Figure 1. Clock distribution.
Bar = 20 microns.
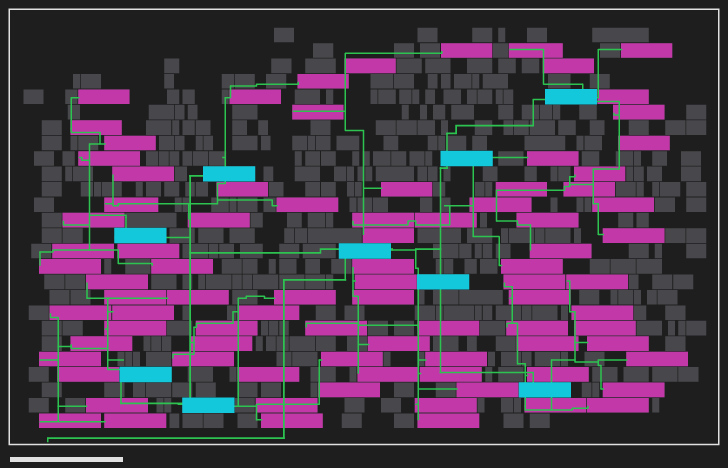
Figure 2. M2 wires.
Cells faint in the background.
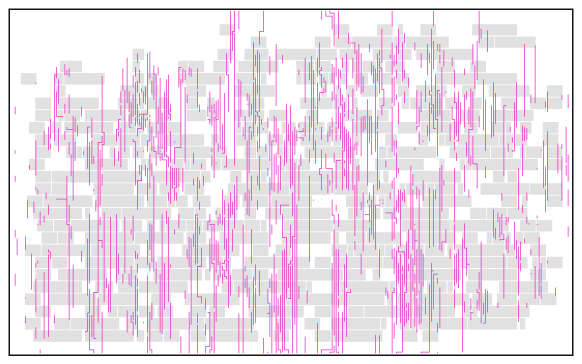
Figure 3. Signal wires on met3.
Bar = 20 microns. Cells faint in the background.
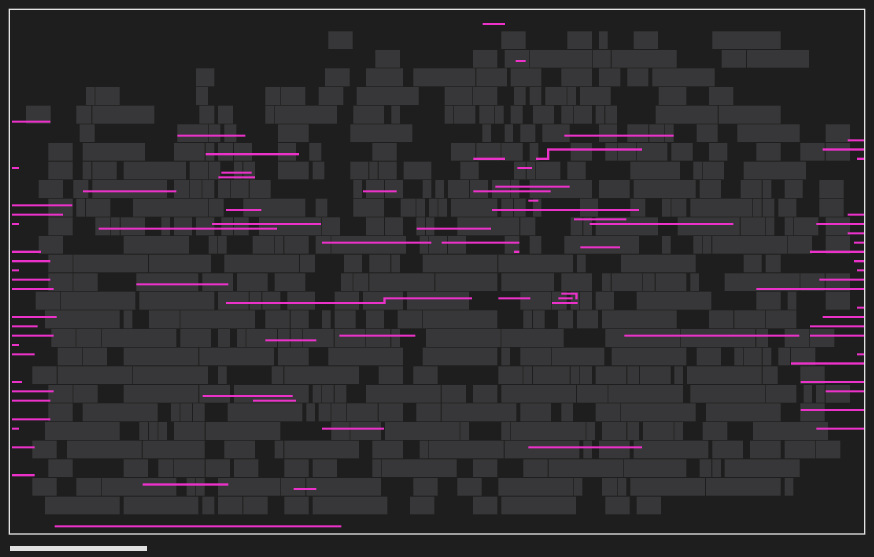
Figure 4. Metal layers overlaid.
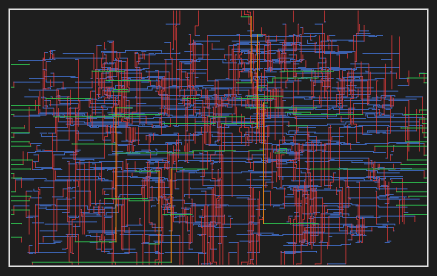
Figure 5. Track usage over the die.
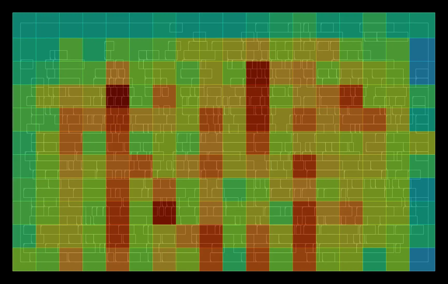
**src/rtl/wls_pkg.sv**
```systemverilog
// ---------------------------------------------------------------------------
// wls_pkg
// Shared definitions for the wordlength search controller (wl_search_ctrl):
//   - CNT_W / ITER_W : widths of the num_int/num_frac outputs and the
//                      optional iteration counter
//   - wls_state_e    : controller states
//   - wls_phase_e    : which field is currently being shrunk
//   - sat_inc        : saturating increment for the iteration counter
// ---------------------------------------------------------------------------
package wls_pkg;

    localparam int CNT_W  = 8;
    localparam int ITER_W = 16;

    typedef enum logic [2:0] {
        ST_IDLE,
        ST_SET,
        ST_REQ,
        ST_CHECK,
        ST_DONE
    } wls_state_e;

    typedef enum logic {
        PH_FRAC,
        PH_INT
    } wls_phase_e;

    function automatic logic [ITER_W-1:0] sat_inc(input logic [ITER_W-1:0] v);
        return (v == '1) ? v : v + ITER_W'(1);
    endfunction

endpackage

```
**src/rtl/wl_search_ctrl.sv**
```systemverilog
// ---------------------------------------------------------------------------
// wl_search_ctrl
// Greedy wordlength search. Starting from the full datapath width it trims
// fractional bits one at a time while an external evaluator reports an error
// within thr, then trims integer bits the same way (never below one bit, so
// the sign bit survives). The last passing width is left on num_int/num_frac.
//
// Ports
//   clk, rstn          clock, asynchronous active-low reset
//   start, thr         launch pulse (IDLE only) and error threshold (latched)
//   num_int, num_frac  current integer / fractional widths to the mask stage
//   eval_req           evaluation request, held until eval_ack
//   eval_ack, err      evaluator completion pulse and its error result
//   busy, done, fail   running, one-cycle completion, full width too lossy
//   iter_cnt           evaluation count (only with WLS_ITER_CNT_EN defined)
//
// Build option: define WLS_ITER_CNT_EN to add the iter_cnt output.
// ---------------------------------------------------------------------------
module wl_search_ctrl
    import wls_pkg::*;
#(
    parameter int MAX_LEN = 32,
    parameter int INT_POS = 16,
    parameter int ERR_W   = 32
) (
    input  logic              clk,
    input  logic              rstn,
    input  logic              start,
    input  logic [ERR_W-1:0]  thr,
    output logic [CNT_W-1:0]  num_int,
    output logic [CNT_W-1:0]  num_frac,
    output logic              eval_req,
    input  logic              eval_ack,
    input  logic [ERR_W-1:0]  err,
    output logic              busy,
    output logic              done,
    output logic              fail
`ifdef WLS_ITER_CNT_EN
    ,
    output logic [ITER_W-1:0] iter_cnt
`endif
);

    localparam logic [CNT_W-1:0] INT_LOAD  = CNT_W'(MAX_LEN - INT_POS);
    localparam logic [CNT_W-1:0] FRAC_LOAD = CNT_W'(INT_POS);

    wls_state_e       state_q, state_d;
    wls_phase_e       phase_q, phase_d;
    logic             first_q, first_d;
    logic             fail_q, fail_d;
    logic [CNT_W-1:0] num_int_q, num_int_d;
    logic [CNT_W-1:0] num_frac_q, num_frac_d;
    logic [ERR_W-1:0] thr_q, thr_d;
    logic [ERR_W-1:0] err_q, err_d;
    logic             pass;
`ifdef WLS_ITER_CNT_EN
    logic [ITER_W-1:0] iter_q, iter_d;
`endif

    assign pass = (err_q <= thr_q);

    always_comb begin
        state_d    = state_q;
        phase_d    = phase_q;
        first_d    = first_q;
        fail_d     = fail_q;
        num_int_d  = num_int_q;
        num_frac_d = num_frac_q;
        thr_d      = thr_q;
        err_d      = err_q;
`ifdef WLS_ITER_CNT_EN
        iter_d     = iter_q;
`endif
        case (state_q)
            ST_IDLE: begin
                if (start) begin
                    thr_d      = thr;
                    num_int_d  = INT_LOAD;
                    num_frac_d = FRAC_LOAD;
                    phase_d    = PH_FRAC;
                    first_d    = 1'b1;
                    fail_d     = 1'b0;
`ifdef WLS_ITER_CNT_EN
                    iter_d     = '0;
`endif
                    state_d    = ST_SET;
                end
            end
            // One idle cycle so the downstream mask settles on the new widths.
            ST_SET: state_d = ST_REQ;
            ST_REQ: begin
                if (eval_ack) begin
                    err_d   = err;
`ifdef WLS_ITER_CNT_EN
                    iter_d  = sat_inc(iter_q);
`endif
                    state_d = ST_CHECK;
                end
            end
            ST_CHECK: begin
                if (first_q && !pass) begin
                    // Even the full width is too lossy: nothing to trim.
                    fail_d  = 1'b1;
                    state_d = ST_DONE;
                end else begin
                    first_d = 1'b0;
                    if (phase_q == PH_FRAC && pass && num_frac_q != '0) begin
                        num_frac_d = num_frac_q - CNT_W'(1);
                        state_d    = ST_SET;
                    end else if (phase_q == PH_FRAC || pass) begin
                        // Fractional search is over (exhausted or failed):
                        // undo a failed trim, then try the first integer trim.
                        if (phase_q == PH_FRAC && !pass) begin
                            num_frac_d = num_frac_q + CNT_W'(1);
                        end
                        phase_d = PH_INT;
                        if (num_int_q > CNT_W'(1)) begin
                            num_int_d = num_int_q - CNT_W'(1);
                            state_d   = ST_SET;
                        end else begin
                            state_d   = ST_DONE;
                        end
                    end else begin
                        // Integer trim failed: restore the last passing width.
                        num_int_d = num_int_q + CNT_W'(1);
                        state_d   = ST_DONE;
                    end
                end
            end
            ST_DONE: state_d = ST_IDLE;
            default: state_d = ST_IDLE;
        endcase
    end

    always_ff @(posedge clk or negedge rstn) begin
        if (!rstn) begin
            state_q    <= ST_IDLE;
            phase_q    <= PH_FRAC;
            first_q    <= 1'b0;
            fail_q     <= 1'b0;
            num_int_q  <= INT_LOAD;
            num_frac_q <= FRAC_LOAD;
`ifdef WLS_ITER_CNT_EN
            iter_q     <= '0;
`endif
        end else begin
            state_q    <= state_d;
            phase_q    <= phase_d;
            first_q    <= first_d;
            fail_q     <= fail_d;
            num_int_q  <= num_int_d;
            num_frac_q <= num_frac_d;
`ifdef WLS_ITER_CNT_EN
            iter_q     <= iter_d;
`endif
        end
    end

    // Threshold and error are pure data, always written before being used.
    always_ff @(posedge clk) begin
        thr_q <= thr_d;
        err_q <= err_d;
    end

    assign num_int  = num_int_q;
    assign num_frac = num_frac_q;
    assign eval_req = (state_q == ST_REQ);
    assign busy     = (state_q != ST_IDLE);
    assign done     = (state_q == ST_DONE);
    assign fail     = fail_q;
`ifdef WLS_ITER_CNT_EN
    assign iter_cnt = iter_q;
`endif

endmodule

```
**config.mk**
```make
export PLATFORM = sky130hd
export DESIGN_NAME = wl_search_ctrl
export DESIGN_NICKNAME = d
export VERILOG_FILES = /design/src/rtl/wls_pkg.sv /design/src/rtl/wl_search_ctrl.sv
export SDC_FILE = /design/constraint.sdc
export NUM_CORES = 1
export LEC_CHECK = 0
export CAP_MARGIN = 30
export CORE_ASPECT_RATIO = 0.6
export CORE_MARGIN = 2
export CORE_UTILIZATION = 51
export DETAILED_ROUTE_END_ITERATION = 10
export HOLD_SLACK_MARGIN = 0.05
export PLACE_DENSITY = 0.77
export SETUP_SLACK_MARGIN = 0.5
export SYNTH_ARGS = -nofsm -noshare
export SYNTH_HDL_FRONTEND = slang
export SYNTH_SLANG_ARGS = --single-unit
```
**constraint.sdc**
```tcl
create_clock -name clk -period 4.9 [get_ports clk]
set_input_delay 0.49 -clock clk [delete_from_list [all_inputs] [get_ports clk]]
set_output_delay 0.49 -clock clk [all_outputs]
set_load 0.02 [all_outputs]
```
==> impl_metrics.py <==
# Auto-generated metrics
metrics = {
    "run_status": {
        "status": "completed",
    },
    "synth": {
        "ys_seq_frac": 0.554,
        "yosys_cells": 366,
        "top_cells_by_count": "64 x edfxtp_1, 41 x ha_1, 41 x inv_1",
        "synthSimpleGateAreaFrac": 0.111,
        "synth_cells": 366,
        "yosysUniqueCellTypes": 56,
        "async_flop_share": 0.256,
        "topCombFamilyByArea": "AND-OR/OR-AND gates",
        "synth_adder_area_share": 0.119,
        "edf_count": 64,
        "synth_area_sq_mm": 0.00447,
        "avgSynthCellArea_sq_um": 12.2,
        "synthFlopType": "edfxtp_1",
        "syn_nets": 476,
        "ys_warn_count": 0,
        "yosysChipArea_sq_mm": 0.00447,
        "compound_area_frac": 0.125,
        "top_cells_by_area": "edfxtp_1 43%, ha_1 11%, dfrtp_1 11%",
        "xor_area_frac": 0.0118,
        "synth_area_leader_cell": "edfxtp_1",
        "mux_share": 0.0333,
        "synth_top_area_share": 0.430,
    },
    "routing": {
        "drt-initial-drc-count": 210,
        "antenna_left": 0,
        "wl_met2_mm": 4.36,
        "wl_met3_microns": 660,
        "dr.max_layer_used": "met4",
        "viasPerCell": 5.47,
        "wl_met1_mm": 4.62,
    },
    "final_layout": {
        "mostFrequentLayoutCells": "87 x clkdlybuf4s50_1, 64 x edfxtp_1, 41 x inv_1, 41 x ha_1",
        "multi_input_comb_cells": 231,
        "nets": 575,
        "flops": 86,
        "largest_class": "flip-flops and latches",
        "reg_top3": "err_q (32), thr_q (32)",
        "instances_no_fill": 582,
        "antenna_cells": 0,
        "drive_gt1_frac": 0.0979,
        "combGateArea_sq_mm": 0.00184,
        "seq_share": 0.424,
        "fillers": 623,
        "n_all_inverters": 41,
        "clock_tree_area_fraction": 0.0480,
        "layout_top_cell": "clkdlybuf4s50_1",
        "final_cell_area_sq_mm": 0.00584,
        "num-clock-buffers": 13,
        "final-nonclk-buf-share": 0.164,
        "seq_area_sq_mm": 0.00247,
    },
    "grt": {
        "grt_use_met1": 0.304,
        "grt_max_degree": 36,
        "grt_busiest_layer": "met2",
        "met2_usage": 0.332,
        "grt_pass1_vias": 3295,
    },
    "die": {
        "fp.dieArea_sq_mm": 0.00955,
        "tap_cells": 112,
        "die_y_microns": 76.5,
        "rows": 26,
        "io_pins": 88,
        "die_w_microns": 125,
        "core_area_sq_mm": 0.00852,
    },
    "sta": {
        "slew_headroom": 0.537,
        "timing.final.ws_setup_ns": 0.969,
        "setup_tns_ns": 0,
        "holdWs_ns": 0.408,
        "setup_viol": 0,
        "slew_viol_final": 0,
        "rsz0062_at_grt": "no",
        "period_minus_slack_ns": 3.93,
        "period_used_share": 0.802,
        "hold_viol_final": 0,
        "tightest_slew_ns": 0.692,
        "fmax_ghz": 0.254,
    },
    "critical_path": {
        "crit_end": "num_frac[7]",
        "cp.required_ns": 5.12,
        "critical_path.max_stage_delay_ns": 0.40,
        "reg2reg_depth": 14,
        "critPathBufInv": 0,
        "critical_path.endpoint_type": "flip-flop",
        "cp.arrival_ns": 4.15,
        "cp.depth": 14,
        "crit_chain": "ha_1, nand4_1, nor4_4, and3_1, a21oi_4, nor3b_4, ha_1, a21o_1, a21oi_1, o21bai_1, a2111oi_0, nor3_1, nor2b_1, o32a_1",
        "slowest_stage": "nor4_4",
        "path_delay_family": "simple AND/OR/NAND/NOR gates",
        "cp_max_fo": 6,
        "worstSetupStartpoint": "err_q[27]",
        "cp-start-kind": "flip-flop",
    },
    "clock_tree": {
        "cts_tree": "done",
        "root_buffer": "clkbuf_16",
        "clkTransAtPathRegs_ns": 0.06,
        "post_cts_resized": 1,
        "cts_max_path_buffers": 2,
        "holdBufCountCts": 0,
        "cts_sinks": 86,
    },
    "placement": {
        "placed_cells": 563,
        "place_area_sq_mm": 0.00549,
        "portBuffers": 87,
        "dp.final_hpwl_mm": 7.22,
        "pre_cts_slack_ns": 0.429,
    },
    "worst_hold_path": {
        "hold_path.class": "in -> async",
    },
    "pwr": {
        "seqPwrFrac": 0.370,
        "p_seq_mw": 1.12,
        "p_sw_frac": 0.361,
        "power_mw": 3.03,
        "maxPowerGroup": "combinational cells",
        "p_leak_nw": 2.40,
        "switching_power_mw": 1.09,
    },
    "job": {
        "drv_cap": 0,
    },
}
About Figure 1:
[cyan] clock-net drivers | count: 9
[magenta] flip-flops | count: 86
[green] clock wires | length: 1040 microns
routed clock nets	10
flops lie	spread over the die
Clock net power: 0.642 mW
power share of the clock group: 0.212
Latency at later pin: 0.34 ns
clk_skew: 0.00759 ns

About Figure 2:
longest straight run	33.3 microns
nets with wire on the layer	472
wire length on this layer	4360 microns
share of all routed wire	44%
main direction	vertical

About Figure 3:
main direction	horizontal
wire length on this layer	660 microns
longest straight run	41.6 microns
nets with wire on the layer	71
share of all routed wire	6.7%
via count: 3183
routed wire length: 9.81 mm
grt met3 use: 0.0583

About Figure 4:
colour	layer	wire length
orange	M4	173 microns
green	M3	660 microns
blue	M1	4620 microns
red	M2	4360 microns

About Figure 5:
All-Layer GR Usage: 0.217
fin util: 0.686
drt wl/cell: 16.9 microns

No activity file was given, so power comes from the tool's default toggle rates.
